### config.mk
export PLATFORM = sky130hd
export DESIGN_NAME = bist_responder
export DESIGN_NICKNAME = d
export VERILOG_FILES = /design/src/rtl/bist_responder.sv
export SDC_FILE = /design/constraint.sdc
export NUM_CORES = 1
export LEC_CHECK = 0
export CAP_MARGIN = 0
export CORE_MARGIN = 5
export CORE_UTILIZATION = 50
export DETAILED_ROUTE_END_ITERATION = 10
export PLACE_DENSITY = 0.85
export SLEW_MARGIN = 10
export SYNTH_ARGS = -nofsm -noshare
export SYNTH_HDL_FRONTEND = slang
export SYNTH_SLANG_ARGS = --single-unit
### constraint.sdc
create_clock -name clk -period 2.5 [get_ports clk]
set_input_delay 0.25 -clock clk [delete_from_list [all_inputs] [get_ports clk]]
set_output_delay 0.25 -clock clk [all_outputs]
set_load 0.005 [all_outputs]
### src/rtl/bist_responder.sv
// BIST datapath responder: LFSR pattern source, MISR response compactor and pass/fail verdict.
// Optional BIST_EXPECT_COUNT_EN: a pass also requires exactly EXPECT_COUNT compacted patterns.
module bist_responder #(
    parameter int               WIDTH        = 8,
    parameter logic [WIDTH-1:0] SEED         = 8'h01,
    parameter logic [WIDTH-1:0] POLY         = 8'hB8,
    parameter logic [WIDTH-1:0] GOLDEN       = 8'h00,
    parameter int               CNT_W        = 8,
    parameter int               EXPECT_COUNT = 10
) (
    input  logic             clk,
    input  logic             reset,
    input  logic             init,
    input  logic             running,
    input  logic             toggle,
    input  logic             finish,
    input  logic             bist_end,
    input  logic [WIDTH-1:0] cut_resp,
    output logic [WIDTH-1:0] pattern,
    output logic             test_mode,
    output logic [WIDTH-1:0] signature,
    output logic [CNT_W-1:0] pattern_count,
    output logic             result_valid,
    output logic             pass,
    output logic             fail,
    output logic             aborted
);

    typedef enum logic [2:0] {
        S_IDLE, S_LOAD, S_ARMED, S_RUN, S_HOLD, S_CHECK, S_DONE
    } state_t;

    // An all-zero seed would lock the LFSR, so it is promoted to 1.
    localparam logic [WIDTH-1:0] SEED_EFF = (SEED == '0) ? WIDTH'(1) : SEED;

    state_t           r_state;
    state_t           w_next;
    logic [WIDTH-1:0] r_lfsr;
    logic [WIDTH-1:0] r_misr;
    logic [CNT_W-1:0] r_count;
    logic             r_phase;
    logic             r_overflow;
    logic             r_result_valid;
    logic             r_pass;
    logic             r_fail;
    logic             r_aborted;

    logic             w_active;
    logic             w_abort;
    logic             w_compact;
    logic             w_count_ok;
    logic             w_pass;
    logic [WIDTH-1:0] w_lfsr_step;
    logic [WIDTH-1:0] w_misr_step;

    assign w_active  = (r_state == S_ARMED) || (r_state == S_RUN) || (r_state == S_HOLD);
    assign w_abort   = !init && bist_end && (w_active || (r_state == S_LOAD));
    assign w_compact = !init && !bist_end && (r_state == S_RUN) && running;

    assign w_lfsr_step = (r_lfsr >> 1) ^ (r_lfsr[0] ? POLY : '0);
    assign w_misr_step = (r_misr >> 1) ^ (r_misr[0] ? POLY : '0) ^ cut_resp;

`ifdef BIST_EXPECT_COUNT_EN
    assign w_count_ok = (r_count == CNT_W'(EXPECT_COUNT));
`else
    logic w_unused_expect;
    assign w_unused_expect = (EXPECT_COUNT == 0);
    assign w_count_ok      = 1'b1;
`endif

    assign w_pass = (r_misr == GOLDEN) && !r_overflow && w_count_ok;

    always_ff @(posedge clk or posedge reset) begin
        if (reset) r_state <= S_IDLE;
        else       r_state <= w_next;
    end

    always_comb begin
        w_next = r_state;
        if (init) begin
            w_next = S_LOAD;
        end else if (w_abort) begin
            w_next = S_DONE;
        end else begin
            case (r_state)
                S_LOAD:  w_next = S_ARMED;
                S_ARMED: if (running) w_next = S_RUN;
                S_RUN:   if (finish) w_next = S_CHECK;
                         else if (!running) w_next = S_HOLD;
                S_HOLD:  if (finish) w_next = S_CHECK;
                         else if (running) w_next = S_RUN;
                S_CHECK: w_next = S_DONE;
                default: w_next = r_state;
            endcase
        end
    end

    always_ff @(posedge clk or posedge reset) begin
        if (reset) begin
            r_lfsr         <= '0;
            r_misr         <= '0;
            r_count        <= '0;
            r_phase        <= 1'b0;
            r_overflow     <= 1'b0;
            r_result_valid <= 1'b0;
            r_pass         <= 1'b0;
            r_fail         <= 1'b0;
            r_aborted      <= 1'b0;
        end else if (init) begin
            r_result_valid <= 1'b0;
            r_pass         <= 1'b0;
            r_fail         <= 1'b0;
            r_aborted      <= 1'b0;
        end else begin
            if (r_state == S_LOAD) begin
                r_lfsr         <= SEED_EFF;
                r_misr         <= '0;
                r_count        <= '0;
                r_phase        <= 1'b0;
                r_overflow     <= 1'b0;
                r_result_valid <= 1'b0;
                r_pass         <= 1'b0;
                r_fail         <= 1'b0;
                r_aborted      <= 1'b0;
            end
            if (w_compact) begin
                r_lfsr <= w_lfsr_step;
                r_misr <= w_misr_step;
                if (&r_count) r_overflow <= 1'b1;
                else          r_count    <= r_count + 1'b1;
            end
            if (toggle && w_active) r_phase <= ~r_phase;
            // Abort assignments come last so they win over the LOAD clear.
            if (w_abort) begin
                r_result_valid <= 1'b1;
                r_pass         <= 1'b0;
                r_fail         <= 1'b1;
                r_aborted      <= 1'b1;
            end
            if (r_state == S_CHECK) begin
                r_result_valid <= 1'b1;
                r_pass         <= w_pass;
                r_fail         <= !w_pass;
                r_aborted      <= 1'b0;
            end
        end
    end

    assign test_mode     = w_active;
    assign pattern       = w_active ? (r_lfsr ^ {WIDTH{r_phase}}) : '0;
    assign signature     = r_misr;
    assign pattern_count = r_count;
    assign result_valid  = r_result_valid;
    assign pass          = r_pass;
    assign fail          = r_fail;
    assign aborted       = r_aborted;

endmodule
==> impl_metrics.env, run 1 <==
# source this file to load flow results
export IMPL_outcome="completed"
export IMPL_endpoint_kind="output port"
export IMPL_ys_top_logic_family="simple AND/OR/NAND/NOR gates"
export IMPL_drv_cap=0
export IMPL_topCellsByArea="dfrtp_1 43%, xnor2_1 10%, nand3_1 6.0%"
export IMPL_synth_nets=232
export IMPL_power_density_nw_per_um2=1080
export IMPL_relSlewSlack=0.566
export IMPL_antennaDiodeCount=0
export IMPL_die_height_um=71.8
export IMPL_cts_htree_levels=2
export IMPL_p_leak_nw=1.05
export IMPL_numPortBuffers=43
export IMPL_gp_congestion=0.892
export IMPL_worstPathArrival_ps=2110
export IMPL_grt_usage=0.181
export IMPL_warning_count=26
export IMPL_antenna_found_initial=0
export IMPL_drive_gt1_frac=0.0811
export IMPL_dr_pass1_iters=4
export IMPL_critPathRequiredTime_ps=2250
export IMPL_grt_pass1_wl_mm=7.47
export IMPL_netlist_area_um2=1910
export IMPL_yosys_warnings=0
export IMPL_die_w_um=71.8
export IMPL_wl_met3_um=195
export IMPL_ys_cells=215
export IMPL_postSynthSeqShare=0.433
export IMPL_enable_flop_cells=0
export IMPL_dr_max_layer_used="met4"
export IMPL_fin_crit_ps=2360
export IMPL_vdd_drop_max_v=0.000634
export IMPL_ys_sh_adder=0.0131
export IMPL_nets=275
export IMPL_fmax_mhz=424
export IMPL_synthArstFlopShare=1.00
export IMPL_wl_met2_mm=2.24
export IMPL_crit_fanout=11
export IMPL_rsz0062_at_grt="no"
export IMPL_syn_avg_cell_area_um2=8.87
export IMPL_syn_inst=215
export IMPL_r2r_cells=5
export IMPL_fin_setup_tns_ps=0
export IMPL_routedLengthMet1_mm=1.96
export IMPL_coreArea_um2=3690
export IMPL_wire_per_inst_um=14.5
export IMPL_hold_buffers=0
export IMPL_dominantRegCellSynth="dfrtp_1"
export IMPL_area_growth_pct=31.5
export IMPL_grt_ovfl_total=0
export IMPL_ys_sh_xor=0.119
export IMPL_ctsResizeCount=0
export IMPL_crit_type="flop to output port"
export IMPL_setup_viol=0
export IMPL_drt_initial_drc_count=151
export IMPL_simple_gate_area_frac=0.232
export IMPL_fillers=304
export IMPL_synth_area_leader_cell="dfrtp_1"
export IMPL_root_buffer="clkbuf_8"
export IMPL_finalClockPeriodUsage=0.942
export IMPL_maxSlewViolCount=0
export IMPL_layout_top_cell="clkdlybuf4s50_1"
export IMPL_rows=22
export IMPL_synth_dominant_cell_count="dfrtp_1"
export IMPL_cp_start_kind="flop"
export IMPL_synth_mux_area_fraction=0.00591
export IMPL_hp_class="primary input to asynchronous set/reset pin"
export IMPL_antenna_left=0
export IMPL_yosys_area_top_type_share=0.433
export IMPL_common_cells="33 x dfrtp_1, 23 x nand3_1, 22 x xnor2_1"
export IMPL_clk_path_buf_depth=2
export IMPL_pre_cts_ws_ps=235
export IMPL_synth_flops=33
export IMPL_route_detailed_drc=0
export IMPL_fp_util=0.517
export IMPL_finalHoldViolations=0
export IMPL_io_pins=44
export IMPL_synth_compound_area_share=0.148
-- run 1: path summary, 6_finish.rpt --
check / start / slack, ps / end
max: r_state[2] / 140 / pattern[1]
min: reset / 360 / signature[5]
max reg2reg: r_state[2] / 460 / pattern_count[1]
min reg2reg: r_overflow / 520 / r_overflow
max in group asynchronous: reset / 1840 / pattern_count[4]
min in group clk: r_overflow / 520 / r_overflow
-- run 1: cell type report --
class,instances,area (µm²),share of cell area
flip-flops and latches,33,826,0.329
clock inverters,1,30.0,0.0120
repair buffers,51,490,0.196
inverters,7,26.3,0.0105
well taps,48,60.1,0.0240
multi-input cells,160,988,0.394
clock buffers,7,86.3,0.0344
-- run 1: critical path, cell delays in order (launching register included) --
cell and delay, ps:
dfrtp_1 540, inv_1 160, ha_1 260, a21oi_1 150, buf_4 190, nor2_1 60, clkdlybuf4s50_1 450
-- run 1: through the flow --
step            util  hold slack (ps)  total power [W]  instances  area [µm²]
6_report       0.680              357          0.00270        307        2510
5_1_grt        0.680              382          0.00290        307        2510
3_5_place_dp   0.648              500          0.00219        299        2390
4_1_cts        0.680              371          0.00272        307        2510
2_1_floorplan      -              379          0.00164        215        1910
3_3_place_gp   0.648              490          0.00215        299        2390
-- run 1: sequential cells by signal, indices dropped and copies added (netlist names) --
register	count
aborted	1
result_valid	1
pattern_count	8
r_state	3
fail	1
signature	8
pass	1
r_overflow	1
r_phase	1
r_lfsr	8
-- run 1: where the power goes --
part | switching [W] | internal [W]
Sequential | 0.000252 | 0.000686
Clock | 0.000194 | 0.000325
Combinational | 0.000525 | 0.000720
-- run 1: routing by layer --
metal | vias up | track usage
met5 | - | 0
met4 | 0 | 0.0689
met3 | 4 | 0.0435
met2 | 52 | 0.301
met1 | 806 | 0.228
li1 | 834 | -
Figure 1. Drive-strength map (run 1).
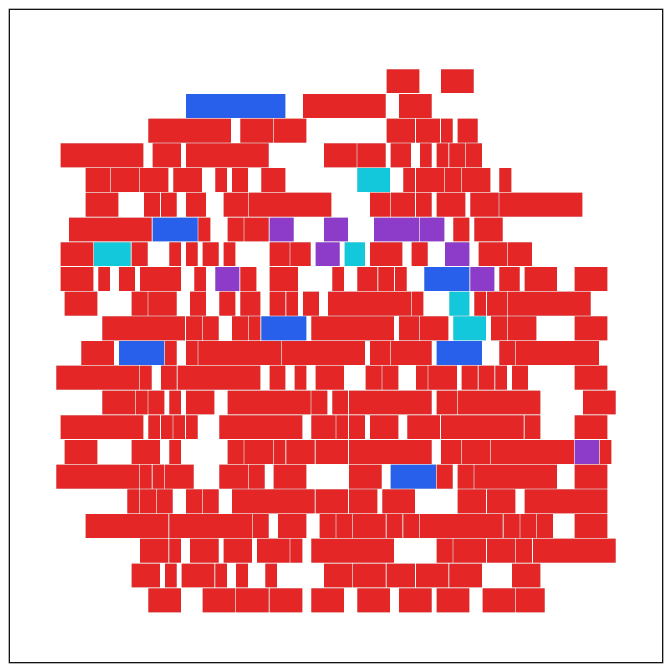
legend:
  purple:
    size: drive 3 to 4
    cells: 9
    share: 3.5%
  blue:
    size: drive 6 and up
    cells: 7
    share: 2.7%
  cyan:
    size: drive 2
    cells: 5
    share: 1.9%
  red:
    size: drive 1 or less
    cells: 238
    share: 92%
Non-clock buffers: 51
Final WS setup: 144 ps
post-route cell area: 2510 µm²

Figure 2. Clock distribution (run 1).
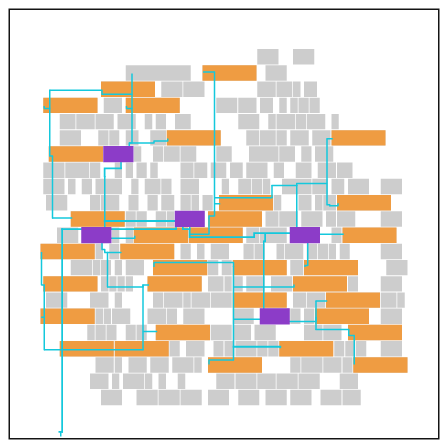
legend:
  orange:
    item: flip-flops
    count: 33
  cyan:
    item: clock wires
    length: 445 µm
  purple:
    item: cells driving clock nets
    count: 5
routed clock nets: 6
clk_skew: 9.42 ps
clk_lat worst skew: 280 ps

Figure 3. M1 wires (run 1).
Supply wires on this layer in grey.
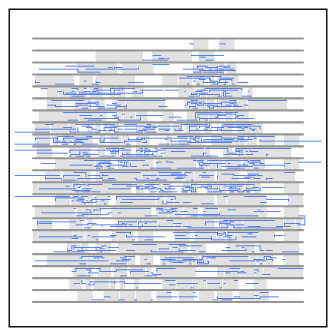
main direction: horizontal
share of all routed wire: 44%
longest straight run: 16.6 µm
wire length on this layer: 1,960 µm
GRT met1 Usage: 0.228
Vias: 1,696
DRT Wirelength: 4.44 mm

Figure 4. Clock routing (run 1).
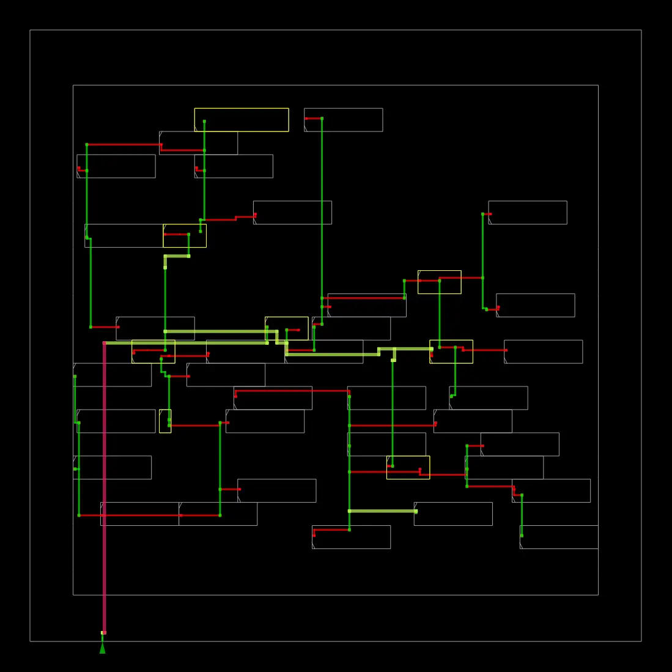
registers: 33
CTS buffer count: 5
clkbuf count: 7
CTS sink cnt: 33

==> run 2, diff against run 1 <==
--- a/config.mk
+++ b/config.mk
@@ -7,9 +7,9 @@
 export LEC_CHECK = 0
 export CAP_MARGIN = 0
 export CORE_MARGIN = 5
-export CORE_UTILIZATION = 50
+export CORE_UTILIZATION = 45
 export DETAILED_ROUTE_END_ITERATION = 10
-export PLACE_DENSITY = 0.85
+export PLACE_DENSITY = 0.81
 export SLEW_MARGIN = 10
 export SYNTH_ARGS = -nofsm -noshare
 export SYNTH_HDL_FRONTEND = slang
==> constraint.sdc (replaced) <==
create_clock -name clk -period 2 [get_ports clk]
set_input_delay 0.2 -clock clk [delete_from_list [all_inputs] [get_ports clk]]
set_output_delay 0.2 -clock clk [all_outputs]
set_load 0.005 [all_outputs]
==> impl_metrics.env, run 2 <==
# source this file to load flow results
export IMPL_use_met2=0.302
export IMPL_cts_buffers=5
export IMPL_synthArstFlopShare=1.00
export IMPL_antenna_found_initial=0
export IMPL_largest_class="multi-input combinational cells"
export IMPL_ff_count=33
export IMPL_endpoint_kind="flop"
export IMPL_cp_buffers_inverters=0
export IMPL_crit_family="simple AND/OR/NAND/NOR gates"
export IMPL_antenna_left=0
export IMPL_seq_area_um2=828
export IMPL_die_w_um=75.1
export IMPL_dp_cells=306
export IMPL_layout_top_cell="clkdlybuf4s50_1"
export IMPL_reg2reg_from="r_state[2]"
export IMPL_wire_per_inst_um=14.7
export IMPL_netlist_area_um2=1910
export IMPL_cp_depth=4
export IMPL_worstSkewPairLatency_ps=290
export IMPL_finalNonFillerCells=317
export IMPL_reg2reg_to="pattern_count[6]"
export IMPL_area_growth_pct=34.8
export IMPL_syn_avg_cell_area_um2=8.87
export IMPL_synth_flops=33
export IMPL_grt_usage=0.178
export IMPL_numPortBuffers=43
export IMPL_enable_flop_cells=0
export IMPL_fin_crit_ps=1900
export IMPL_drive_gt1_frac=0.127
export IMPL_synth_area_leader_cell="dfrtp_1"
export IMPL_slowest_stage="or4b_4"
export IMPL_synth_nets=232
export IMPL_fillers=356
export IMPL_fp_util=0.470
export IMPL_dr_pass1_iters=4
export IMPL_power_density_nw_per_um2=1300
export IMPL_max_stage_delay_ps=530
export IMPL_logic_area_um2=993
export IMPL_grtUsageMet3=0.0334
export IMPL_io_pins=44
export IMPL_relSlewSlack=0.694
export IMPL_clk_path_buf_depth=2
export IMPL_crit_fanout=6
export IMPL_drt_initial_drc_count=117
export IMPL_route_detailed_drc=0
export IMPL_maxSlewViolCount=0
export IMPL_holdWs_ps=293
export IMPL_ys_cells=215
export IMPL_yosys_area_top_type_share=0.433
export IMPL_crit_type="flop to flop"
export IMPL_clk_share=0.0336
export IMPL_outcome="completed"
export IMPL_buffer_area_frac=0.223
export IMPL_die_height_um=75.1
export IMPL_busiest_layer="met2"
export IMPL_rsz0062_at_grt="no"
export IMPL_drv_cap=0
export IMPL_postSynthSeqShare=0.433
export IMPL_comb_share=0.387
export IMPL_gp_congestion=0.895
export IMPL_p_leak_nw=1.18
-- run 2: cell types whose count changed in the layout (fill, tap and decap cells not counted), moves of 2 or more --
cell / before / now
dlymetal6s2s_1: 0 / 7
dfrtp_1: 33 / 31
dfrtp_2: 0 / 2
buf_4: 8 / 17
dlygate4sd2_1: 0 / 2
clkdlybuf4s50_1: 43 / 34
-- run 2: stage by stage --
| step | total power, W | worst slack (ps) | area (µm²) | TNS [ps] |
|---|---|---|---|---|
| final | 0.00333 | 99.0 | 2570 | 0 |
| after global placement | 0.00275 | -153 | 2430 | -585 |
| after floorplan | 0.00205 | 60.0 | 1910 | 0 |
| after detailed placement | 0.00279 | -192 | 2430 | -1420 |
| after global routing | 0.00360 | 13.4 | 2570 | 0 |
| after CTS | 0.00332 | 0.726 | 2530 | 0 |
-- run 2: cells by family after synthesis --
family / share of synthesized area
compound gates: 0.148
xor+xnor: 0.119
fa+ha+maj: 0.0131
buf+inv: 0.0486
flops: 0.433
mux: 0.00591
simple gates: 0.232
-- run 2: how the worst max path moves through the flow --
stage,from,end,slack [ps]
after floorplan,r_state[2],r_state[1],60
after global placement,running,pattern_count[6],-150
after detailed placement,running,pattern_count[6],-190
after CTS,r_state[2],pattern[4],0.7
after global routing,pattern_count[0],pattern_count[0],10
final,r_state[2],pattern_count[6],100
-- run 2: report_power, final --
part / leakage, nW / internal [W] / total [W] / switching [W]
clock: 0.0443 / 0.000273 / 0.000509 / 0.000236
combinational: 0.698 / 0.000958 / 0.00168 / 0.000719
sequential: 0.441 / 0.000863 / 0.00115 / 0.000283
-- run 2: layer usage --
metal	routed length, µm	vias to the layer above	share of wire
li1	-	854	-
met1	1960	841	0.42
met2	2300	57	0.50
met3	323	8	0.070
met4	57	0	0.012
met5	0	-	0
Figure 5. Cells coloured by class (run 2).
Bar = 20 µm.
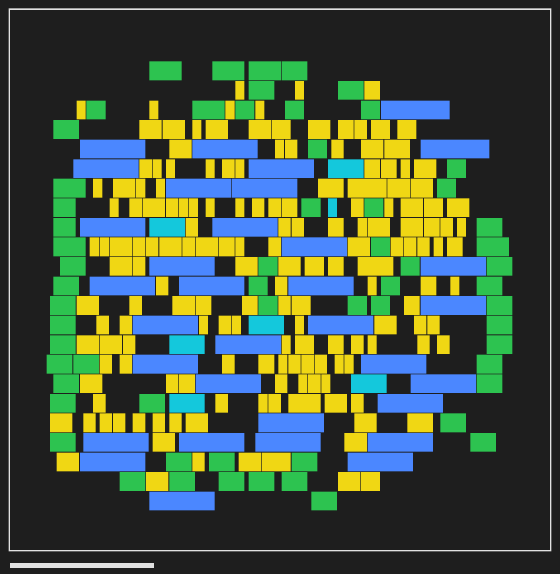
legend:
  cyan:
    class: clock drivers and dummy loads
    cells: 7
    share_of_their_area: 3.4%
  blue:
    class: flip-flops
    cells: 33
    share_of_their_area: 33%
  green:
    class: other buffers and delay cells
    cells: 60
    share_of_their_area: 23%
  yellow:
    class: all other logic
    cells: 167
    share_of_their_area: 41%
Cell Rows: 23
post-route cell area: 2570 µm²
sequential share of cell area: 0.322
Core Util, Final: 0.633

Figure 6. M1 wires (run 2).
Supply wires on this layer in grey.
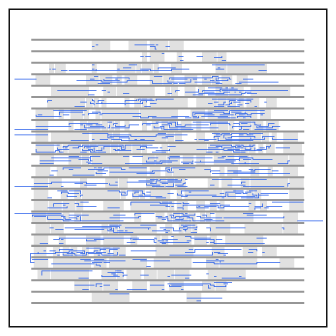
share of all routed wire: 42%
nets with wire on the layer: 249
wire length on this layer: 1,960 µm
main direction: horizontal
longest straight run: 18.9 µm
GRT met1 Usage: 0.226
DRT Wirelength: 4.65 mm
Vias: 1,760

Power figures rest on the tool's default switching activity, not on a simulated workload.
